Fig. 1: routing congestion
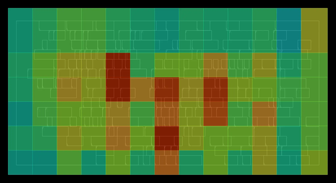
Fig. 2: clock network drawn from the DEF
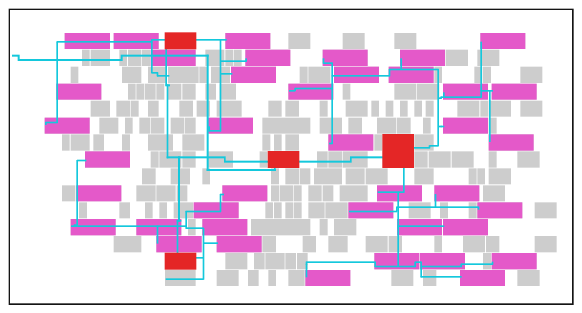
Fig. 3: power grid
Pins as bars on the die edge. Tap cells in grey.
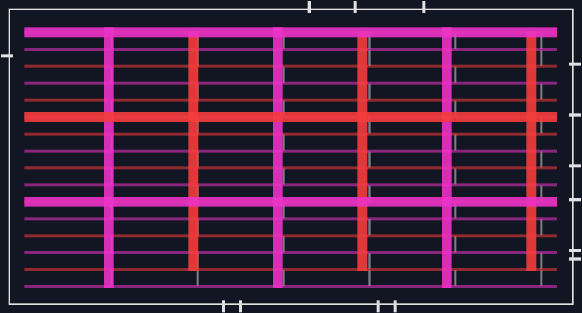
Fig. 4: sequential cells coloured by netlist name
Other sequential cells in the stronger grey, the rest of the logic in the fainter grey.
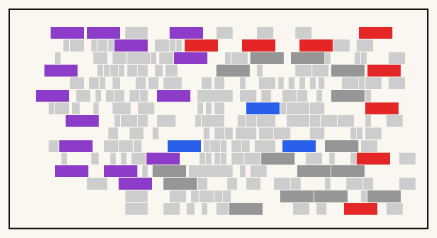
Fig. 5: placement by cell class
The bar under the picture is 20 µm long.
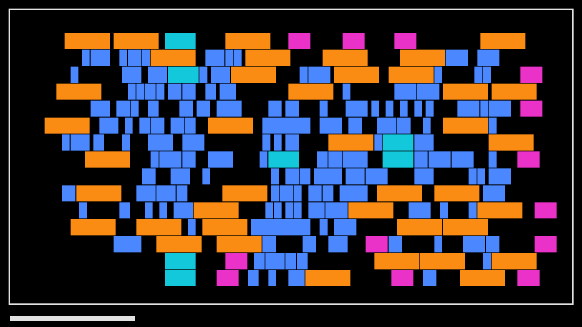
**src/rtl/uart_rx_if.sv**
```systemverilog
// Serial-in / byte-out bundle for uart_rx; slave = receiver, master = line driver and byte consumer.
// Each output is registered in the receiver. There is no backpressure: each new byte overwrites o_RX_Byte.
interface uart_rx_if;
   logic       i_RX_Serial;
   logic       o_RX_DV;
   logic [7:0] o_RX_Byte;
   logic       o_RX_Active;
   logic       o_RX_Frame_Err;

   modport master (
      output i_RX_Serial,
      input  o_RX_DV,
      input  o_RX_Byte,
      input  o_RX_Active,
      input  o_RX_Frame_Err
   );

   modport slave (
      input  i_RX_Serial,
      output o_RX_DV,
      output o_RX_Byte,
      output o_RX_Active,
      output o_RX_Frame_Err
   );
endinterface

```
**src/rtl/uart_rx.sv**
```systemverilog
// 8N1 UART receiver with a 2-flop synchronizer. The DV/Err pulse comes one cycle after the mid-stop sample; there is no backpressure.
// Optional UART_RX_MAJORITY_VOTE_EN: each bit sample is a 2-of-3 vote around the sample point.
module uart_rx #(
   parameter int CLKS_PER_BIT = 10416
) (
   input  logic      i_Clock,
   input  logic      i_Rst_L,
   uart_rx_if.slave  rx_if
);

   localparam logic [1:0] IDLE         = 2'd0;
   localparam logic [1:0] RX_START_BIT = 2'd1;
   localparam logic [1:0] RX_DATA_BITS = 2'd2;
   localparam logic [1:0] RX_STOP_BIT  = 2'd3;

   localparam logic [13:0] MID_CNT  = 14'((CLKS_PER_BIT - 1) / 2);
   localparam logic [13:0] LAST_CNT = 14'(CLKS_PER_BIT - 1);

   logic [1:0]  state;
   logic [13:0] clk_cnt;
   logic [2:0]  bit_idx;
   logic [7:0]  shift_reg;
   logic [7:0]  rx_byte;
   logic        rx_dv;
   logic        rx_active;
   logic        rx_err;
   logic        sync1;
   logic        sync2;
   logic        sample;

`ifdef UART_RX_MAJORITY_VOTE_EN
   // sync1 already holds the value sync2 takes next cycle, so the vote spans sample point -1..+1 without shifting decision timing
   logic sync3;

   always_ff @(posedge i_Clock) begin
      if (!i_Rst_L) begin
         sync3 <= 1'b1;
      end else begin
         sync3 <= sync2;
      end
   end

   assign sample = (sync1 & sync2) | (sync1 & sync3) | (sync2 & sync3);
`else
   assign sample = sync2;
`endif

   always_ff @(posedge i_Clock) begin
      if (!i_Rst_L) begin
         sync1     <= 1'b1;
         sync2     <= 1'b1;
         state     <= IDLE;
         clk_cnt   <= 14'd0;
         bit_idx   <= 3'd0;
         shift_reg <= 8'h00;
         rx_byte   <= 8'h00;
         rx_dv     <= 1'b0;
         rx_active <= 1'b0;
         rx_err    <= 1'b0;
      end else begin
         sync1  <= rx_if.i_RX_Serial;
         sync2  <= sync1;
         rx_dv  <= 1'b0;
         rx_err <= 1'b0;

         case (state)
            IDLE: begin
               clk_cnt <= 14'd0;
               bit_idx <= 3'd0;
               if (!sync2) begin
                  state     <= RX_START_BIT;
                  rx_active <= 1'b1;
               end
            end

            RX_START_BIT: begin
               if (clk_cnt == MID_CNT) begin
                  clk_cnt <= 14'd0;
                  if (!sample) begin
                     state <= RX_DATA_BITS;
                  end else begin
                     state     <= IDLE;
                     rx_active <= 1'b0;
                  end
               end else begin
                  clk_cnt <= clk_cnt + 14'd1;
               end
            end

            RX_DATA_BITS: begin
               if (clk_cnt == LAST_CNT) begin
                  clk_cnt            <= 14'd0;
                  shift_reg[bit_idx] <= sample;
                  if (bit_idx == 3'd7) begin
                     bit_idx <= 3'd0;
                     state   <= RX_STOP_BIT;
                  end else begin
                     bit_idx <= bit_idx + 3'd1;
                  end
               end else begin
                  clk_cnt <= clk_cnt + 14'd1;
               end
            end

            RX_STOP_BIT: begin
               // Leave mid-stop-bit so a start edge right after the stop bit is still caught
               if (clk_cnt == LAST_CNT) begin
                  clk_cnt   <= 14'd0;
                  state     <= IDLE;
                  rx_active <= 1'b0;
                  if (sample) begin
                     rx_byte <= shift_reg;
                     rx_dv   <= 1'b1;
                  end else begin
                     rx_err  <= 1'b1;
                  end
               end else begin
                  clk_cnt <= clk_cnt + 14'd1;
               end
            end

            default: begin
               state     <= IDLE;
               clk_cnt   <= 14'd0;
               bit_idx   <= 3'd0;
               rx_active <= 1'b0;
            end
         endcase
      end
   end

   assign rx_if.o_RX_DV        = rx_dv;
   assign rx_if.o_RX_Byte      = rx_byte;
   assign rx_if.o_RX_Active    = rx_active;
   assign rx_if.o_RX_Frame_Err = rx_err;

endmodule

```
**src/flat_wrapper.sv**
```systemverilog
// flat-port wrapper written by rule: the top's interface ports become plain ports
module uart_rx_flat 
#(
   parameter int CLKS_PER_BIT = 10416
)
  (i_Clock, i_Rst_L, rx_if_i_RX_Serial, rx_if_o_RX_DV, rx_if_o_RX_Byte, rx_if_o_RX_Active, rx_if_o_RX_Frame_Err);
  uart_rx_if rx_if_i ();
  input  logic i_Clock;
  input  logic i_Rst_L;
  input wire logic [$bits(rx_if_i.i_RX_Serial)-1:0] rx_if_i_RX_Serial;
  output wire logic [$bits(rx_if_i.o_RX_DV)-1:0] rx_if_o_RX_DV;
  output wire logic [$bits(rx_if_i.o_RX_Byte)-1:0] rx_if_o_RX_Byte;
  output wire logic [$bits(rx_if_i.o_RX_Active)-1:0] rx_if_o_RX_Active;
  output wire logic [$bits(rx_if_i.o_RX_Frame_Err)-1:0] rx_if_o_RX_Frame_Err;
  assign rx_if_i.i_RX_Serial = rx_if_i_RX_Serial;
  assign rx_if_o_RX_DV = rx_if_i.o_RX_DV;
  assign rx_if_o_RX_Byte = rx_if_i.o_RX_Byte;
  assign rx_if_o_RX_Active = rx_if_i.o_RX_Active;
  assign rx_if_o_RX_Frame_Err = rx_if_i.o_RX_Frame_Err;
  uart_rx #(.CLKS_PER_BIT(CLKS_PER_BIT)) u_core (.i_Clock(i_Clock), .i_Rst_L(i_Rst_L), .rx_if(rx_if_i));
endmodule
```
**config.mk**
```make
export PLATFORM = sky130hd
export DESIGN_NAME = uart_rx_flat
export DESIGN_NICKNAME = d
export VERILOG_FILES = /design/src/rtl/uart_rx_if.sv /design/src/rtl/uart_rx.sv /design/src/flat_wrapper.sv
export SDC_FILE = /design/constraint.sdc
export NUM_CORES = 1
export LEC_CHECK = 0
export CAP_MARGIN = 20
export CORE_ASPECT_RATIO = 0.5
export CORE_MARGIN = 2
export CORE_UTILIZATION = 48
export DETAILED_ROUTE_END_ITERATION = 8
export PLACE_DENSITY = 0.72
export SYNTH_ARGS = -nofsm -noshare
export SYNTH_HDL_FRONTEND = slang
export SYNTH_SLANG_ARGS = --single-unit
```
**constraint.sdc**
```tcl
create_clock -name i_Clock -period 5.52 [get_ports i_Clock]
set_input_delay 0.828 -clock i_Clock [delete_from_list [all_inputs] [get_ports i_Clock]]
set_output_delay 0.828 -clock i_Clock [all_outputs]
set_load 0.005 [all_outputs]
```
==> flow_summary.json <==
{
  "p_per_area_nw_per_um2": 256,
  "tightest_slew_ns": 0.813,
  "holdPathEnd": "u_core.sample$_SDFF_PN1_",
  "root_buffer": "clkbuf_8",
  "fin_nets": 211,
  "cts.clk_slew.worst_paths_ns": 0.07,
  "tool_warnings": 26,
  "floorplan.nets": 198,
  "slew_headroom": 0.456,
  "drtIter0Drc": 60,
  "postSynthSeqShare": 0.448,
  "cp_cell_sequence": "clkdlybuf4s50_1, nand2_1, nor3_1, and3_1, mux2_2",
  "cp_num_buf_inv": 1,
  "slowest_stage": "clkdlybuf4s50_1",
  "status": "finished clean",
  "hold_depth": 1,
  "post-place-ws_ns": 2.75,
  "drive_gt1_frac": 0.0732,
  "post_cts_buffers": 0,
  "maxCapViolCount": 0,
  "antenna_found_initial": 0,
  "drc": 0,
  "start_kind": "input pin",
  "worstSetupPathType": "in -> reg",
  "path_depth": 5,
  "power_mw": 0.524,
  "finalClockPeriodUsage": 0.444,
  "use_met1": 0.204
}
## Picture notes: Fig. 1
busiest layer in global routing: met2
grt met3 use: 0.0546
met2 Resource Use GR: 0.283

## Picture notes: Fig. 2
[magenta] flip-flops | count: 40
[red] clock drivers | count: 5
[cyan] clock wires | length: 469 µm
routed clock nets: 6
flops lie: spread over the die
Clock power frac: 0.388
Layout Skew: 0.00753 ns
insertion delay to the later sink of the worst-skew pair: 0.29 ns

## Picture notes: Fig. 3
| colour | net |
|---|---|
| magenta | VSS |
| red | VDD |
signal pins: 14
met1 rails: 16
Die Y: 47.1 µm
Max VDD drop: 99.4 µV

## Picture notes: Fig. 4
| colour | netlist name | sequential cells |
|---|---|---|
| purple | `u_core.clk_cnt` | 14 |
| red | `u_core.rx_if.o_RX_Byte` | 8 |
| blue | `u_core.bit_idx` | 3 |
seq pwr: 0.299 mW
Seq/total area: 0.392
Flop area: 801 µm²
Layout Utilization: 0.585

## Picture notes: Fig. 5
| colour | class | cells | share of their area |
|---|---|---|---|
| magenta | remaining buffers and delay cells | 13 | 6.6% |
| blue | combinational and other logic | 145 | 48% |
| cyan | clock drivers and dummy loads | 7 | 4.9% |
| orange | sequential cells | 40 | 40% |
row count: 15
final instance area: 2040 µm²
Core Area: 3490 µm²

## layout make-up
| cell class | count | area share |
|---|---|---|
| multi-input combinational | 140 | 0.456 |
| tap | 51 | 0.0312 |
| timing repair buffer | 13 | 0.0637 |
| sequential | 40 | 0.392 |
| clock buffer | 7 | 0.0472 |
| inverter | 5 | 0.00919 |
## kinds of logic after synthesis
group | synth area share
buffers and inverters | 0.0294
AND-OR/OR-AND | 0.0722
AND/OR/NAND/NOR | 0.284
adder cells (fa/ha/maj) | 0.0210
multiplexers | 0.0960
XOR/XNOR | 0.0491
flip-flops | 0.448
## power breakdown
| group | leakage [nW] | internal (mW) | total [mW] | switching (mW) |
|---|---|---|---|---|
| Combinational | 0.346 | 0.00830 | 0.0217 | 0.0134 |
| Clock | 0.0503 | 0.111 | 0.203 | 0.0922 |
| Sequential | 0.323 | 0.292 | 0.299 | 0.00617 |
## worst max path at each step
stage,startpoint,endpoint
after CTS,i_Rst_L,u_core.bit_idx[0]$_SDFFE_PN0P_
after global routing,i_Rst_L,u_core.bit_idx[0]$_SDFFE_PN0P_
after global placement,i_Rst_L,u_core.bit_idx[0]$_SDFFE_PN0P_
final,i_Rst_L,u_core.bit_idx[0]$_SDFFE_PN0P_
after detailed placement,i_Rst_L,u_core.bit_idx[0]$_SDFFE_PN0P_
after floorplan,u_core.clk_cnt[0]$_SDFF_PN0_,u_core.clk_cnt[12]$_SDFF_PN0_
## layer usage
| layer | up-vias | part of all wire |
|---|---|---|
| met5 | - | 0 |
| met4 | 0 | 0.015 |
| met3 | 8 | 0.043 |
| met2 | 26 | 0.45 |
| met1 | 675 | 0.49 |
| li1 | 713 | - |
Power and IR drop assume default switching activity.
